File: config.mk
export PLATFORM = sky130hd
export DESIGN_NAME = timer_counter_flat
export DESIGN_NICKNAME = d
export VERILOG_FILES = /design/src/rtl/timer_counter_if.sv /design/src/rtl/timer_counter.sv /design/src/flat_wrapper.sv
export SDC_FILE = /design/constraint.sdc
export NUM_CORES = 1
export LEC_CHECK = 0
export CORE_ASPECT_RATIO = 0.5
export CORE_MARGIN = 5
export CORE_UTILIZATION = 30
export CTS_CLUSTER_DIAMETER = 150
export DETAILED_ROUTE_END_ITERATION = 10
export PLACE_DENSITY_LB_ADDON = 0.2
export SYNTH_ARGS = -nofsm -noshare
export SYNTH_HDL_FRONTEND = slang
export SYNTH_SLANG_ARGS = --single-unit
File: constraint.sdc
create_clock -name i_clk -period 3.2 [get_ports i_clk]
set_clock_uncertainty 0.2 [all_clocks]
set_input_delay 0.48 -clock i_clk [delete_from_list [all_inputs] [get_ports i_clk]]
set_output_delay 0.48 -clock i_clk [all_outputs]
set_load 0.05 [all_outputs]
File: src/rtl/timer_counter_if.sv
// Bus bundle between the system bridge and the countdown timer.
//   addr  word offset inside the timer window (0=CTRL, 1=PRESET, 2=COUNT, 3=reserved)
//   we    write strobe, sampled at the rising clock edge
//   din   write data
//   dout  combinational read data for the current addr
//   irq   interrupt request to the CPU
// master: bridge side (drives addr/we/din); slave: timer side (drives dout/irq).
interface timer_counter_if;
    logic [1:0]  addr;
    logic        we;
    logic [31:0] din;
    logic [31:0] dout;
    logic        irq;

    modport master (output addr, we, din, input dout, irq);
    modport slave  (input addr, we, din, output dout, irq);
endinterface

File: src/rtl/timer_counter.sv
// Memory-mapped countdown timer with one-shot and auto-reload modes.
//   i_clk    system clock
//   i_reset  synchronous active-high reset
//   io_bus   slave side of timer_counter_if (addr/we/din in, dout/irq out)
// Register map: CTRL = {IM, MODE[1:0], EN}, PRESET (RW), COUNT (RO), reserved (reads 0).
module timer_counter #(
    parameter int unsigned CNT_W = 32
) (
    input  logic           i_clk,
    input  logic           i_reset,
    timer_counter_if.slave io_bus
);

    localparam logic [1:0] ST_IDLE = 2'd0;
    localparam logic [1:0] ST_LOAD = 2'd1;
    localparam logic [1:0] ST_CNT  = 2'd2;
    localparam logic [1:0] ST_INT  = 2'd3;

    logic [1:0]       r_state;
    logic [3:0]       r_ctrl;
    logic [CNT_W-1:0] r_preset;
    logic [CNT_W-1:0] r_count;
    logic             r_irq_flag;
    logic             r_autoclr;   // set for the cycle after an auto-reload expiry

    logic [1:0]       w_state_nxt;
    logic [3:0]       w_ctrl_nxt;
    logic [CNT_W-1:0] w_preset_nxt;
    logic [CNT_W-1:0] w_count_nxt;
    logic             w_irq_flag_nxt;
    logic             w_autoclr_nxt;

    logic             w_en;
    logic             w_reload;
    logic             w_ctrl_wr;
    logic             w_preset_wr;
    logic [31:0]      w_dout;
    logic             w_unused_din;

    assign w_en        = r_ctrl[0];
    assign w_reload    = (r_ctrl[2:1] == 2'b01);  // MODE 1x behaves as one-shot
    assign w_ctrl_wr   = io_bus.we && (io_bus.addr == 2'd0);
    assign w_preset_wr = io_bus.we && (io_bus.addr == 2'd1);

    // Bits of din above CNT_W are dropped on PRESET writes.
    assign w_unused_din = ^io_bus.din;

    always_comb begin
        w_state_nxt    = r_state;
        w_ctrl_nxt     = r_ctrl;
        w_preset_nxt   = r_preset;
        w_count_nxt    = r_count;
        w_irq_flag_nxt = r_irq_flag;
        w_autoclr_nxt  = 1'b0;

        if (r_autoclr) begin
            w_irq_flag_nxt = 1'b0;
        end

        // CPU writes; addr 2 and 3 are ignored.
        if (w_ctrl_wr) begin
            w_ctrl_nxt     = io_bus.din[3:0];
            w_irq_flag_nxt = 1'b0;
        end
        if (w_preset_wr) begin
            w_preset_nxt   = io_bus.din[CNT_W-1:0];
            w_irq_flag_nxt = 1'b0;
        end

        // FSM decisions use the registered CTRL, not the value being written.
        case (r_state)
            ST_IDLE: begin
                if (w_en) begin
                    w_state_nxt = ST_LOAD;
                end
            end
            ST_LOAD: begin
                w_count_nxt = r_preset;
                w_state_nxt = ST_CNT;
            end
            ST_CNT: begin
                if (!w_en) begin
                    w_state_nxt = ST_IDLE;
                end else if (r_count == '0) begin
                    w_state_nxt = ST_INT;
                end else begin
                    w_count_nxt = r_count - CNT_W'(1);
                end
            end
            ST_INT: begin
                // Setting the flag overrides any clear from a same-cycle write.
                w_irq_flag_nxt = 1'b1;
                if (w_reload) begin
                    w_state_nxt   = ST_LOAD;
                    w_autoclr_nxt = 1'b1;
                end else begin
                    w_state_nxt = ST_IDLE;
                    // A CPU CTRL write in this cycle takes precedence over the EN auto-clear.
                    if (!w_ctrl_wr) begin
                        w_ctrl_nxt[0] = 1'b0;
                    end
                end
            end
            default: w_state_nxt = ST_IDLE;
        endcase
    end

    always_ff @(posedge i_clk) begin
        if (i_reset) begin
            r_state    <= ST_IDLE;
            r_ctrl     <= 4'd0;
            r_preset   <= '0;
            r_count    <= '0;
            r_irq_flag <= 1'b0;
            r_autoclr  <= 1'b0;
        end else begin
            r_state    <= w_state_nxt;
            r_ctrl     <= w_ctrl_nxt;
            r_preset   <= w_preset_nxt;
            r_count    <= w_count_nxt;
            r_irq_flag <= w_irq_flag_nxt;
            r_autoclr  <= w_autoclr_nxt;
        end
    end

    always_comb begin
        w_dout = 32'd0;
        case (io_bus.addr)
            2'd0:    w_dout = {28'd0, r_ctrl};
            2'd1:    w_dout = 32'(r_preset);
            2'd2:    w_dout = 32'(r_count);
            default: w_dout = 32'd0;
        endcase
    end

    assign io_bus.dout = w_dout;
    assign io_bus.irq  = r_irq_flag & r_ctrl[3];

endmodule

File: src/flat_wrapper.sv
// flat-port wrapper written by rule: the top's interface ports become plain ports
module timer_counter_flat 
#(
    parameter int unsigned CNT_W = 32
)
  (i_clk, i_reset, io_bus_addr, io_bus_we, io_bus_din, io_bus_dout, io_bus_irq);
  timer_counter_if io_bus_i ();
  input  logic i_clk;
  input  logic i_reset;
  input wire logic [$bits(io_bus_i.addr)-1:0] io_bus_addr;
  input wire logic [$bits(io_bus_i.we)-1:0] io_bus_we;
  input wire logic [$bits(io_bus_i.din)-1:0] io_bus_din;
  output wire logic [$bits(io_bus_i.dout)-1:0] io_bus_dout;
  output wire logic [$bits(io_bus_i.irq)-1:0] io_bus_irq;
  assign io_bus_i.addr = io_bus_addr;
  assign io_bus_i.we = io_bus_we;
  assign io_bus_i.din = io_bus_din;
  assign io_bus_dout = io_bus_i.dout;
  assign io_bus_irq = io_bus_i.irq;
  timer_counter #(.CNT_W(CNT_W)) u_core (.i_clk(i_clk), .i_reset(i_reset), .io_bus(io_bus_i));
endmodule
==> results.txt, run 1 <==
flow finished, numbers: post-layout util 0.418, setup TNS 0 ps, routed wl met2 5510 um, number of global-route vias before repair 3924, Final Hold Vio Count 0, DRC violations left 0, synthesis-to-finish area growth 37.0%, pin count of the biggest net entering global routing ~53, # fillers 1383, Clk. pwr 1.14 mW, worst-margin pin slew about 640 ps, Cell Rows 30, status complete, no violations, Largest cell class multi-input combinational cells, Syn Area/Cell between 7 and 8 um^2, Int Power approximately 2.3 mW, worst min-delay path endpoint u_core.r_preset[19], WP depth 5, Top cells by area dfxtp_1 (35%), nand2_1 (9.3%), a21oi_1 (8.3%), Max stage delay cell, worst path clkdlybuf4s50_1, area leader, netlist dfxtp_1, tap cells 176, highest routed metal layer met4, combinational share of power 0.430, final antenna-violating net count 0, biggest regs u_core.r_count: 32 flops, u_core.r_preset: 32 flops, u_core.r_ctrl: 4 flops, met3 wire len 599 um, r2r endpoint u_core.r_count[6], Distinct lib cells used slightly above 60, worst hold path startpoint u_core.r_preset[19], design area 5630 um^2, CP peak stage delay 660 ps, Vias 4091, worst relative slew slack 0.567, Comb gates 404, Post-synth EDFFs 0, clock network power share 0.301, worst reg2reg startpoint u_core.r_count[0], first-pass GRT wire length 20800 um, mapped cell area 4110 um^2, iteration tally of the first detailed-router pass 4, Logic area 2440 um^2, Die Height 92.8 um, RD Place Congestion 0.824, clock sinks 72, CORE AREA between 10000 and 15000 um^2, # nets final 630, Worst Hold Path Cells 2, initial antenna violation count 0, DP Cell Count between 700 and 800, Max-cap violations 0, maximum VDD drop 0.280 mV, Sequential cell area 1440 um^2, Net Count, Synth 572, P_seq between 1 and 1.5 mW, part of the power in registers 0.269, chip area 16300 um^2, Top Usage Layer GRT met2, final hold slack around 270 ps, cts bufs inserted 9, Seq area share 0.256, Largest delay share family, worst path buffers and inverters, tool warnings 29, Basic Gates by Area 0.274, YS chip area 4110 um^2, Comb area share 0.433, Top cells excl fill/tap nand2_1 (102), dfxtp_1 (72), a21oi_1 (68), Non-clk bufs approximately 86
Figure 1. Clock distribution (run 1).
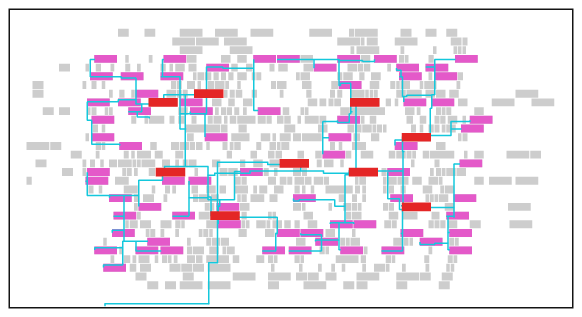
[cyan] clock wires | length: 1030 um
[red] cells driving clock nets | count: 9
[magenta] flip-flops | count: 72
routed clock nets: 10

Figure 2. Congestion heat map (run 1).
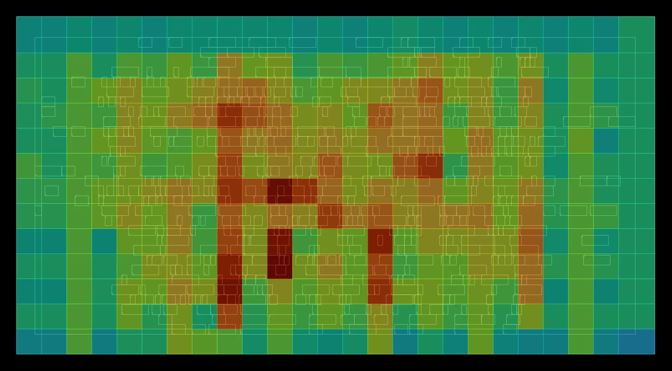
M3 GR Usage: 0.0330
Total GRT Usage: 0.158
DR WL/cell: 16.6 um
met2 Use GR: 0.235

Figure 3. Cell classes on the final placement (run 1).
Scale bar: 50 um.
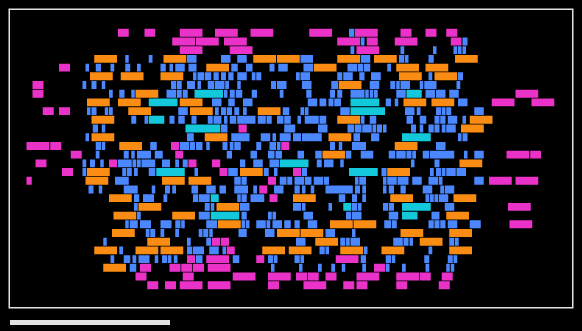
[blue] all other logic | cells: 419 | share of their area: 46%
[orange] flip-flops | cells: 72 | share of their area: 27%
[magenta] other buffers and delay cells | cells: 86 | share of their area: 21%
[cyan] clock drivers and dummy loads | cells: 16 | share of their area: 6.3%

## Run 2: what changed since run 1
==> constraint.sdc (replaced) <==
create_clock -name i_clk -period 2.63 [get_ports i_clk]
set_clock_uncertainty 0.2 [all_clocks]
set_input_delay 0.3945 -clock i_clk [delete_from_list [all_inputs] [get_ports i_clk]]
set_output_delay 0.3945 -clock i_clk [all_outputs]
set_load 0.05 [all_outputs]
Figure 4. Clock distribution (run 2).
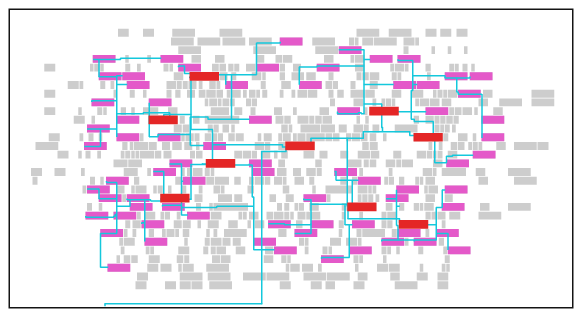
[magenta] flip-flops | count: 72
[cyan] clock wires | length: 1090 um
[red] cells driving clock nets | count: 9
routed clock nets: 10
clock network power share: 0.278
Clk. pwr: 1.34 mW
Late-Pin Clk Latency: 340 ps

Figure 5. Where the registers sit (run 2).
Other sequential cells in the stronger grey, the rest of the logic in the fainter grey.
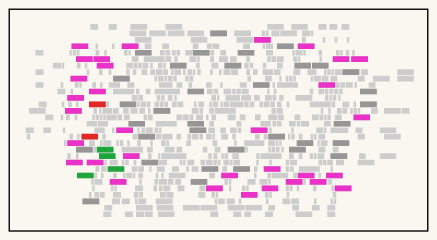
[red] u_core.r_state | flops: 2
[magenta] u_core.r_preset | flops: 32 | where: widely spread
[green] u_core.r_ctrl | flops: 4
post-layout util: 0.430
Seq area share: 0.249
P_seq: 1.24 mW
Sequential cell area: 1440 um^2

==> run 2 against run 1 <==
  * Clock power grew 18%
  * Synthesized area is the same
  * Critical endpoint unchanged
  * Sequential share of layout area shrank 0.72 points
  * Wire length grew 3.0%
  * Critical path depth is the same
  * Core utilization grew 1.2 points
  * Non-clock buffer count grew 21
  * Power grew 27%
==> results.txt, run 2 <==
flow finished, numbers: DR WL/cell 16.6 um (about the same), DP HPWL 9680 um (was 9000 um), first-pass GRT wire length 21400 um (was 20800 um), Worst Setup EP io_bus_dout[24] (unchanged), Logic area 2440 um^2 (unchanged), Max-cap violations 0 (unchanged), CORE AREA 13500 um^2 (unchanged), maximum VDD drop 0.404 mV (was 0.280 mV), Comb gates 404 (unchanged), worst hold path startpoint u_core.r_preset[19] (unchanged), Syn Area/Cell 7.76 um^2 (unchanged), Worst Hold Path Cells 2 (unchanged), initial antenna violation count 0 (unchanged), GR Overflow Total 0 (unchanged), Synth top area share 0.350 (unchanged), Hold Crit Class reg -> reg (unchanged), worst relative slew slack 0.633 (was 0.567), setup TNS 0 ps (unchanged), met2 Use GR 0.252 (was 0.235), fmax 0.407 GHz, mapped cell area 4110 um^2 (unchanged), WP depth 5 (unchanged), Non-clk bufs 107 (was 86), iteration tally of the first detailed-router pass 5 (was 4), Top Usage Layer GRT met2 (unchanged), worst setup path class in -> out (unchanged), worst-margin pin slew 550 ps (was 643 ps), # nets final 651 (was 630), r2r endpoint u_core.r_count[6] (unchanged), Cell Rows 30 (unchanged), M3 GR Usage 0.0359 (was 0.0330), worst min-delay path endpoint u_core.r_preset[19] (unchanged), DP Cell Count 774 (was 753), area leader, netlist dfxtp_1 (unchanged), routed wl met2 5750 um (was 5510 um), Total GRT Usage 0.163 (was 0.158), final hold slack 273 ps (was 274 ps), floorplan-stage core utilization 0.305 (unchanged), met3 wire len 624 um (was 599 um), tap cells 176 (unchanged), combinational share of power 0.463 (was 0.430), Vias 4108 (was 4091), Comb. pwr 2.23 mW (was 1.63 mW), Final Hold Vio Count 0 (unchanged), status complete, no violations (unchanged), RD Place Congestion 0.896 (was 0.824), Int Power 2.88 mW (was 2.25 mW), part of the power in registers 0.258 (was 0.269), Net Count, Synth 572 (unchanged), Largest cell class multi-input combinational cells (unchanged), final antenna-violating net count 0 (unchanged), CP peak stage delay 580 ps (was 660 ps), Top cells by area dfxtp_1 (35%), nand2_1 (9.3%), a21oi_1 (8.3%) (unchanged), YS chip area 4110 um^2 (unchanged), worst reg2reg startpoint u_core.r_count[14] (was u_core.r_count[0]), synthesis-to-finish area growth 40.9% (was 37.0%), # fillers 1340 (was 1383), tool warnings 29 (unchanged), highest routed metal layer met4 (unchanged), biggest regs u_core.r_count: 32 flops, u_core.r_preset: 32 flops, u_core.r_ctrl: 4 flops (unchanged), Hold-fix buffers, CTS 0 (unchanged), Die Height 92.8 um (unchanged), Top cells excl fill/tap nand2_1 (102), dfxtp_1 (72), a21oi_1 (68) (unchanged), Comb area share 0.421 (was 0.433), Distinct lib cells used 61 (unchanged), Largest delay share family, worst path buffers and inverters (unchanged), non-filler cells, final 790 (was 769), clock sinks 72 (unchanged), crit path capture type primary output (unchanged), chip area 16300 um^2 (unchanged), CTS tree done (unchanged), Basic Gates by Area 0.274 (unchanged), Post-synth EDFFs 0 (unchanged), WP data arrival 1860 ps (was 2020 ps), r2r setup slk 220 ps (was 640 ps), design area 5800 um^2 (was 5630 um^2), cts bufs inserted 9 (unchanged)
## Run 3: what changed since run 2
--- a/config.mk
+++ b/config.mk
@@ -10,6 +10,7 @@
 export CORE_UTILIZATION = 30
 export CTS_CLUSTER_DIAMETER = 150
 export DETAILED_ROUTE_END_ITERATION = 10
+export GPL_TIMING_DRIVEN = 0
 export PLACE_DENSITY_LB_ADDON = 0.2
 export SYNTH_ARGS = -nofsm -noshare
 export SYNTH_HDL_FRONTEND = slang
Figure 6. Congestion heat map (run 3).
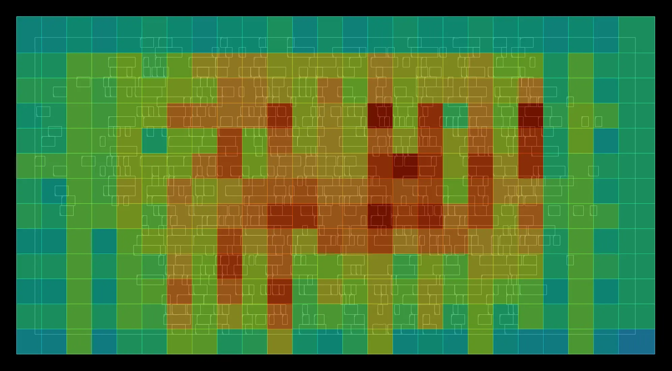
M3 GR Usage: 0.0322
DR WL/cell: 19.1 um
grt met1 use: 0.278
Top Usage Layer GRT: met1
post-layout util: 0.402

Figure 7. Cell classes on the final placement (run 3).
Scale bar: 50 um.
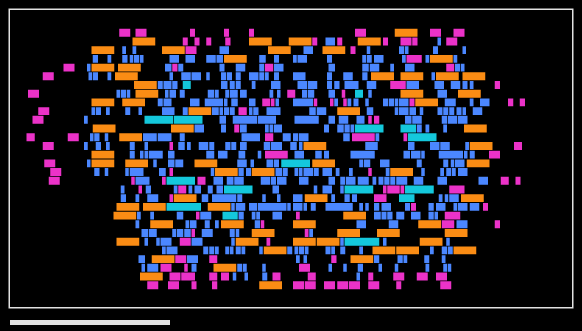
Seq area share: 0.266
Cell Rows: 30

==> run 3 against run 2 <==
  * Synthesized cell count is the same
  * Non-clock buffer count rose by 6
  * Final cell count grew 0.76%
  * Setup slack got worse by 68 ps
  * Clock power grew 4%
  * Critical endpoint is now u_core.r_count[0]
  * Via count increased by 5.0%
  * Register-to-register slack worse by 120 ps
  * Sequential cell count stayed put
  * Core utilization is 2.8 points lower
  * Sequential power is essentially flat
  * Maximum frequency down 2.7%
==> results.txt, run 3 <==
flow finished, numbers: worst reg2reg startpoint u_core.r_count[0] (was u_core.r_count[14]), non-filler cells, final 796 (was 790), DP HPWL 11100 um (was 9680 um), tap cells 176 (unchanged), Vias 4314 (was 4108), Int Power 2.92 mW (was 2.88 mW), DRC violations left 0 (unchanged), Late-Pin Clk Latency 330 ps (was 340 ps), initial antenna violation count 0 (unchanged), synthesis-to-finish area growth 31.9% (was 40.9%), Clk. pwr 1.39 mW (was 1.34 mW), highest routed metal layer met4 (unchanged), number of global-route vias before repair 4096 (was 3981), maximum VDD drop 0.383 mV (was 0.404 mV), biggest regs u_core.r_count: 32 flops, u_core.r_preset: 32 flops, u_core.r_ctrl: 4 flops (unchanged), floorplan-stage core utilization 0.305 (unchanged), Setup crit start kind register (was primary input), Hold Crit Class reg -> reg (unchanged), # fillers 1387 (was 1340), clock network power share 0.280 (was 0.278), Net Count, Synth 572 (unchanged), WP depth 8 (was 5), area leader, netlist dfxtp_1 (unchanged), worst min-delay path endpoint u_core.r_preset[11] (was u_core.r_preset[19]), Comb gates 404 (unchanged), Syn Area/Cell 7.76 um^2 (unchanged), Largest delay share family, worst path simple AND/OR/NAND/NOR gates (was buffers and inverters), Hold-fix buffers, CTS 0 (unchanged), Max-cap violations 0 (unchanged), Comb. pwr 2.33 mW (was 2.23 mW), YS chip area 4110 um^2 (unchanged), iteration tally of the first detailed-router pass 5 (unchanged), WP data arrival 2560 ps (was 1860 ps), tool warnings 30 (was 29), RSZ-0062 raised after global routing false (unchanged), Max stage delay cell, worst path dfxtp_1 (was clkdlybuf4s50_1), pin count of the biggest net entering global routing 13 (was 42), Synth top area share 0.350 (unchanged), Top cells by area dfxtp_1 (35%), nand2_1 (9.3%), a21oi_1 (8.3%) (unchanged), CP peak stage delay 350 ps (was 580 ps), first-pass GRT wire length 23500 um (was 21400 um), r2r endpoint u_core.r_count[0] (was u_core.r_count[6]), Die Height 92.8 um (unchanged), DP Cell Count 774 (unchanged), Largest cell class multi-input combinational cells (unchanged), # nets final 657 (was 651), Distinct lib cells used 61 (unchanged), final antenna-violating net count 0 (unchanged), Post-synth ARST share 0 (unchanged), design area 5420 um^2 (was 5800 um^2), worst-margin pin slew 683 ps (was 550 ps), Worst Hold Path Cells 2 (unchanged), worst relative slew slack 0.545 (was 0.633), worst setup path class reg -> reg (was in -> out), status complete, no violations (unchanged), combinational share of power 0.470 (was 0.463), P_seq 1.24 mW (about the same), chip area 16300 um^2 (unchanged), met3 wire len 1140 um (was 624 um), Setup WS pre-CTS -1340 ps (was 171 ps), final hold slack 275 ps (was 273 ps), Logic area 2510 um^2 (was 2440 um^2), crit path capture type register (was primary output), Comb area share 0.464 (was 0.421), RD Place Congestion 0.908 (was 0.896), Worst Setup EP u_core.r_count[0] (was io_bus_dout[24]), r2r setup slk 100 ps (was 220 ps), setup TNS 0 ps (unchanged), mapped cell area 4110 um^2 (unchanged), clock sinks 72 (unchanged), Post-synth EDFFs 0 (unchanged), Basic Gates by Area 0.274 (unchanged), Non-clk bufs 113 (was 107), met2 Use GR 0.275 (was 0.252), CTS tree done (unchanged), fmax 0.396 GHz (was 0.407 GHz), part of the power in registers 0.251 (was 0.258), CORE AREA 13500 um^2 (unchanged)
No activity file was given, so power comes from the tool's default toggle rates.
